**Cell classes on the final placement**

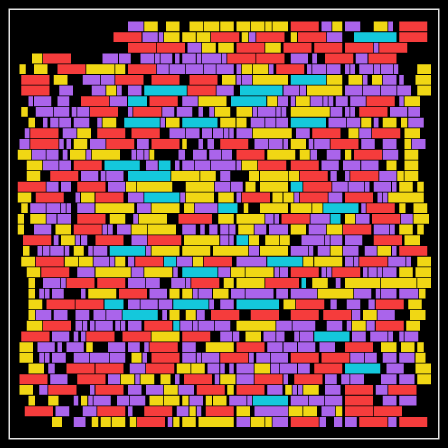
**Routing congestion map**

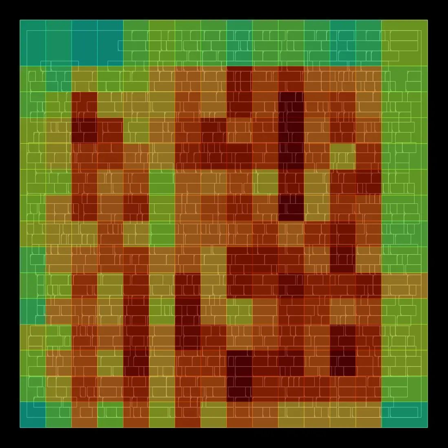
**Wires at chosen ports, followed through buffers**

Scale bar: 20 um.
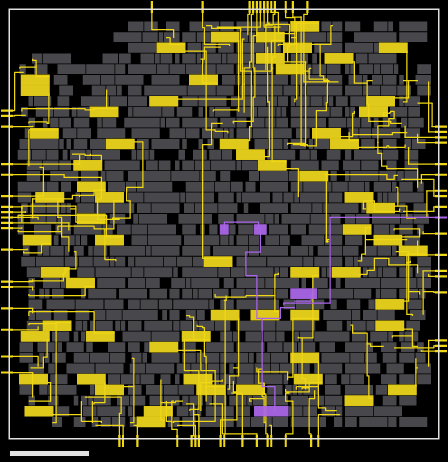
**Local utilization**

Scale bar: 20 um. 11 x 11 tiles, from black (low) to pale yellow (high), 0 to 100% covered.
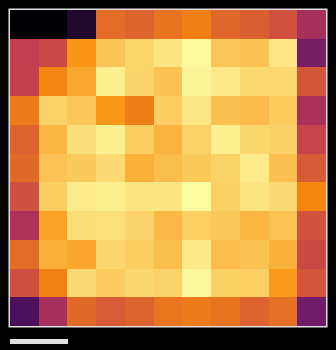
File: src/rtl/pipe_pkg.sv
// Shared pipeline-stage definitions: occupancy state encoding and the team NOP payload.
package pipe_pkg;

  typedef enum logic [1:0] {
    OCC_EMPTY = 2'd0,
    OCC_FULL  = 2'd1,
    OCC_SKID  = 2'd2
  } occ_e;

  // RISC-V "addi x0, x0, 0", used as FLUSH_VAL for the IF/ID instruction field.
  localparam logic [31:0] NOP_INSTR = 32'h0000_0013;

endpackage

File: src/rtl/pipe_slot.sv
// One pipeline storage slot: payload register plus valid bit, with load and clear enables.
module pipe_slot #(
  parameter int unsigned        DATA_W  = 64,
  parameter logic [DATA_W-1:0]  RST_VAL = '0
) (
  input  logic              clk,
  input  logic              rst,
  input  logic              load,
  input  logic              clear,
  input  logic [DATA_W-1:0] d,
  output logic [DATA_W-1:0] q,
  output logic              valid
);

  // Clear wins over load so an emptied slot always reads back as RST_VAL.
  always_ff @(posedge clk) begin
    if (rst || clear) begin
      q     <= RST_VAL;
      valid <= 1'b0;
    end else if (load) begin
      q     <= d;
      valid <= 1'b1;
    end
  end

endmodule

File: src/rtl/pipe_stage_skid.sv
// Pipeline stage register with valid/ready handshake, flush, and optional 1-entry skid slot.
module pipe_stage_skid
  import pipe_pkg::*;
#(
  parameter int unsigned       DATA_W    = 64,
  parameter bit                SKID      = 1'b1,
  parameter logic [DATA_W-1:0] FLUSH_VAL = '0
) (
  input  logic              clk,
  input  logic              rst,
  input  logic              flush,
  input  logic              in_valid,
  output logic              in_ready,
  input  logic [DATA_W-1:0] in_data,
  output logic              out_valid,
  input  logic              out_ready,
  output logic [DATA_W-1:0] out_data,
  output logic [1:0]        occupancy
);

  occ_e              state_q, state_d;
  logic              main_valid, main_load, main_clr, main_from_skid;
  logic [DATA_W-1:0] main_d, main_q;
  logic              skid_valid, skid_load, skid_clr;
  logic [DATA_W-1:0] skid_q;
  logic              in_xfer, out_xfer;

  assign out_valid = main_valid;
  assign out_data  = main_q;
  assign occupancy = state_q;
  assign in_xfer   = in_valid && in_ready;
  assign out_xfer  = out_valid && out_ready;
  assign main_d    = main_from_skid ? skid_q : in_data;

  pipe_slot #(.DATA_W(DATA_W), .RST_VAL(FLUSH_VAL)) u_main (
    .clk   (clk),
    .rst   (rst),
    .load  (main_load),
    .clear (main_clr),
    .d     (main_d),
    .q     (main_q),
    .valid (main_valid)
  );

  generate
    if (SKID) begin : g_skid
      pipe_slot #(.DATA_W(DATA_W), .RST_VAL(FLUSH_VAL)) u_skid (
        .clk   (clk),
        .rst   (rst),
        .load  (skid_load),
        .clear (skid_clr),
        .d     (in_data),
        .q     (skid_q),
        .valid (skid_valid)
      );
      // Comes straight from a flop, so upstream never sees out_ready ripple through.
      assign in_ready = !skid_valid;
    end else begin : g_noskid
      assign skid_q     = FLUSH_VAL;
      assign skid_valid = 1'b0;
      assign in_ready   = !main_valid || out_ready;
    end
  endgenerate

  always_ff @(posedge clk) begin
    if (rst) state_q <= OCC_EMPTY;
    else     state_q <= state_d;
  end

  always_comb begin
    state_d        = state_q;
    main_load      = 1'b0;
    main_clr       = 1'b0;
    main_from_skid = 1'b0;
    skid_load      = 1'b0;
    skid_clr       = 1'b0;
    if (flush) begin
      state_d  = OCC_EMPTY;
      main_clr = 1'b1;
      skid_clr = 1'b1;
    end else begin
      case (state_q)
        OCC_EMPTY: begin
          if (in_xfer) begin
            state_d   = OCC_FULL;
            main_load = 1'b1;
          end
        end
        OCC_FULL: begin
          if (out_xfer && in_xfer) begin
            main_load = 1'b1;
          end else if (out_xfer) begin
            state_d  = OCC_EMPTY;
            main_clr = 1'b1;
          end else if (in_xfer && SKID) begin
            // Main is live and stalled, so the new entry parks behind it.
            state_d   = OCC_SKID;
            skid_load = 1'b1;
          end
        end
        OCC_SKID: begin
          if (out_xfer) begin
            state_d        = OCC_FULL;
            main_load      = 1'b1;
            main_from_skid = 1'b1;
            skid_clr       = 1'b1;
          end
        end
        default: begin
          state_d  = OCC_EMPTY;
          main_clr = 1'b1;
          skid_clr = 1'b1;
        end
      endcase
    end
  end

endmodule
File: config.mk
export PLATFORM = sky130hd
export DESIGN_NAME = pipe_stage_skid
export DESIGN_NICKNAME = d
export VERILOG_FILES = /design/src/rtl/pipe_pkg.sv /design/src/rtl/pipe_slot.sv /design/src/rtl/pipe_stage_skid.sv
export SDC_FILE = /design/constraint.sdc
export NUM_CORES = 1
export LEC_CHECK = 0
export CORE_MARGIN = 1.5
export CORE_UTILIZATION = 49
export DETAILED_ROUTE_END_ITERATION = 12
export PLACE_DENSITY_LB_ADDON = 0.3
export RECOVER_POWER = 50
export SETUP_SLACK_MARGIN = 0.5
export SYNTH_ARGS = -nofsm -noshare
export SYNTH_HDL_FRONTEND = slang
export SYNTH_SLANG_ARGS = --single-unit
File: constraint.sdc
create_clock -name clk -period 2.05 [get_ports clk]
set_clock_uncertainty 0.2 [all_clocks]
set_input_delay 0.41 -clock clk [delete_from_list [all_inputs] [get_ports clk]]
set_output_delay 0.41 -clock clk [all_outputs]
set_load 0.005 [all_outputs]
==> impl_metrics.tcl <==
# flow metrics
set metrics [dict create \
    synthTopLogicFamily "AND-OR/OR-AND gates" \
    crit_end_category "flip-flop" \
    drc 0 \
    final.signal_inverter_count 2 \
    post_cts.repair.setup_buffers 23 \
    power-per-cell-area_nw_per_um2 761 \
    power_clock_mw 3.38 \
    finalHoldWorstSlack_ns 0.258 \
    dr_wl_met2_um 11400 \
    worst_r2r_endpoint "g_skid.u_skid.q[9]" \
    top_area_cell_class "multi-input combinational cells" \
    synth.cell_area_sq_um 5490 \
    pwr.group.sequential_mw 2.70 \
    timing.final.hold_violations 0 \
    cts_inserted_buffers 17 \
    io_pins 137 \
    grt_start_max_net_pins 44 \
    report.final.setup_viol 0 \
    fill_cells 547 \
    worstRegToRegCells 7 \
    synth_cell_type_count 27 \
    area.share.combinational_pct 35.6 \
    clk_share_pct 6.92 \
    logic_area_sq_um 3310 \
    place.detailed.hpwl_um 9750 \
    number_of_nets_in_the_synthesized_netlist 658 \
    top_cells_by_area "dfxtp_1 (48%), mux2i_1 (12%), a211oi_2 (11%)" \
    floorplan.core_util_pct 50.5 \
    final_setup_tns_ns 0 \
    cellInternalPower_mw 5.30 \
    chip_area_from_the_yosys_synthesis_statistics_sq_um 5490 \
    ys_warn_count 0 \
    net_sw_share_pct 25.0 \
    clock_tree.htree_level_count 4 \
    post_cts_gate_resize_count 348 \
    fp-row-count 38 \
    timing_max_transition_violations_final 0 \
    vias 5770 \
    ys.flop_type "dfxtp_1" \
    core_region_area_sq_um 10900 \
    yosys.area_share.adder_pct 0 \
    total_leakage_power_nw 3.71 \
    worstPathArrival_ns 2.23 \
    cts_tree "yes" \
    share_comb_of_total_power_pct 14.0 \
    synth-xor-area-share_pct 0.159 \
    hold_path_class "flip-flop to flip-flop" \
    yosys-mux-area-fraction_pct 11.8 \
    fp.dieW_um 109 \
    regToRegStartpoint "occupancy[1]" \
    iteration_tally_of_the_first_detailed_router_pass 5 \
    num-multi-input-gates 407 \
    wl_met3_um 1820 \
    grt_setup_unrepaired "yes" \
    ys_seq_share_pct 48.1 \
    layout-area-overhead-vs-synth_pct 69.2 \
    met1_length_um 8390 \
    antenna_cells 0 \
    count_of_clock_tree_sinks 132 \
    and_or_or_and_share_of_the_synthesized_area_pct 20.2 \
    largest_power_group "clock" \
    number_of_antenna_violations_at_the_first_check_in_global_routing 0 \
    yosys-top-cells-count "dfxtp_1 (132), nand2_1 (129), a21oi_1 (67)" \
    non_clock_buffer_count 226 \
    sh_seq_area_pct 28.6 \
    worstHoldEndpoint "g_skid.u_skid.q[28]" \
    mostFrequentLayoutCell "dfxtp_1" \
    layout_top_cells "dfxtp_1 (129), clkdlybuf4s50_1 (66), nor2_1 (65)" \
    globalplace.congestion 0.852 \
    buf_share_pct 26.9 \
    worst-r2r-setup-slack_ns 0.08 \
    asyncSetResetFlopFracSynth_pct 0 \
    cp_max_fo 7 \
    status "complete, no violations" \
    crit_path_start_kind "input pin" \
    cell_area_reported_after_detailed_placement_sq_um 7320 \
    yosysTopAreaCellShare_pct 48.1 \
    post-route-worst-setup-slack_ns 0.0724 \
    clk_transition_reported_paths_ns 0.07 \
    share_clk_of_total_power_pct 47.8 \
    synth_area_leader_cell "dfxtp_1" \
    dp_cells 850 \
    chip_area_sq_um 11900 \
    regArea_sq_um 2650 \
    antenna_left 0 \
    ir_drop_mv 0.621 \
    design.final.nets 855 \
    synth_simple_gate_area_share_pct 15.0 \
    final_core_utilization_pct 85.4 \
    routed_wirelength_um 22800 \
    io_buf_count 136 \
    n_sequential_cell 132 \
    clockRootBuffer "clkbuf_8" \
    timing.slew.headroom_pct 73.8 \
    max_cap_violations 0 \
    routed_via_density 6.15 \
    startpoint_of_the_lowest_slack_hold_path "g_skid.u_skid.q[28]" \
    synth.ff_latch_count 132 \
    global_route.usage.met3_pct 7.41 \
    syn-instance-count 589 \
    postLayoutCellArea_sq_um 9290 \
    dpl_worst_slack_ns -0.355 \
    holdBufCountCts 0 \
    enable_flop_cells 0 \
    final_min_period_ns 1.98 \
    maximum_count_of_clock_buffers_along_a_single_path 2 \
    layout.clock_buffers 20 \
    yosysCellCount 589 \
    final_layout_size_suffix_gt1_share_pct 46.5 \
    clock_insertion_delay_worst_skew_ns 0.53 \
    warnings 29 \
    required_ns 2.30 \
    total_power_mw 7.07 \
    timing.fmax_mhz 506 \
    power_frac_seq_pct 38.2 \
    fin_crit_sh_pct 96.5 \
    drt_first_iter_violations 463 \
    mapped_avg_cell_area_sq_um 9.33 \
    net_switching_component_of_the_power_mw 1.77 \
    post_layout_nonfiller_instances 938 \
    powerComb_mw 0.989 \
    setup.worst_path.class "input pin to flip-flop" \
    whs_path_depth 2 \
    worst_slew_pin_slew_ns 0.393 \
    tap-cell-count 140 \
    die_y_um 109 \
]
## Picture notes: 'cell classes on the final placement'
legend:
  purple:
    class: remaining logic cells
    cells: 409
  yellow:
    class: remaining buffers and delay cells
    cells: 226
  cyan:
    class: clock drivers and dummy loads
    cells: 31
  red:
    class: registers
    cells: 132

## Picture notes: 'routing congestion map'
most used routing layer in global routing: met2
average wire per cell in the routed design: 24.3 um
met2 Resource Use GR: 52.0%
aggregate global-route resource usage: 28.2%
fraction of met1 tracks used by global routing: 30.6%

## Picture notes: 'wires at chosen ports, followed through buffers'
legend:
  yellow:
    port: `out_data`
    bits: 64
    direction: output
    end_cells: 64
    wire: 2340 um
  purple:
    port: `out_ready`
    bits: 1
    direction: input
    end_cells: 4
    wire: 149 um

## Picture notes: 'local utilization'
fullest tile: 99%
mean over tiles: 77%
emptiest ninth of the die: north-west
nearly empty tiles: 1.7%

==> critical path, stage by stage <==
cell and delay, ns:
clkdlybuf4s50_1 0.41, buf_4 0.18, a21oi_2 0.21, and3_4 0.28
clkbuf_1 0.25, buf_16 0.18, nand2_1 0.11, a21oi_2 0.19
==> worst max-delay path by stage <==
stage / end / slack, ns / startpoint
floorplan: u_main.q[12] / 0.44 / u_main.valid
global placement: u_main.q[43] / -0.24 / out_ready
detailed placement: u_main.q[22] / -0.36 / out_ready
CTS: u_main.q[11] / 0.30 / occupancy[0]
global route: g_skid.u_skid.q[9] / 0.07 / flush
finish: g_skid.u_skid.q[9] / 0.07 / flush
==> state kept, by name (all words and copies together) (netlist names) <==
signal	flops
g_skid.u_skid.q	64
u_main.q	64
occupancy	2
g_skid.u_skid.valid	1
u_main.valid	1
No activity file was given, so power comes from the tool's default toggle rates.
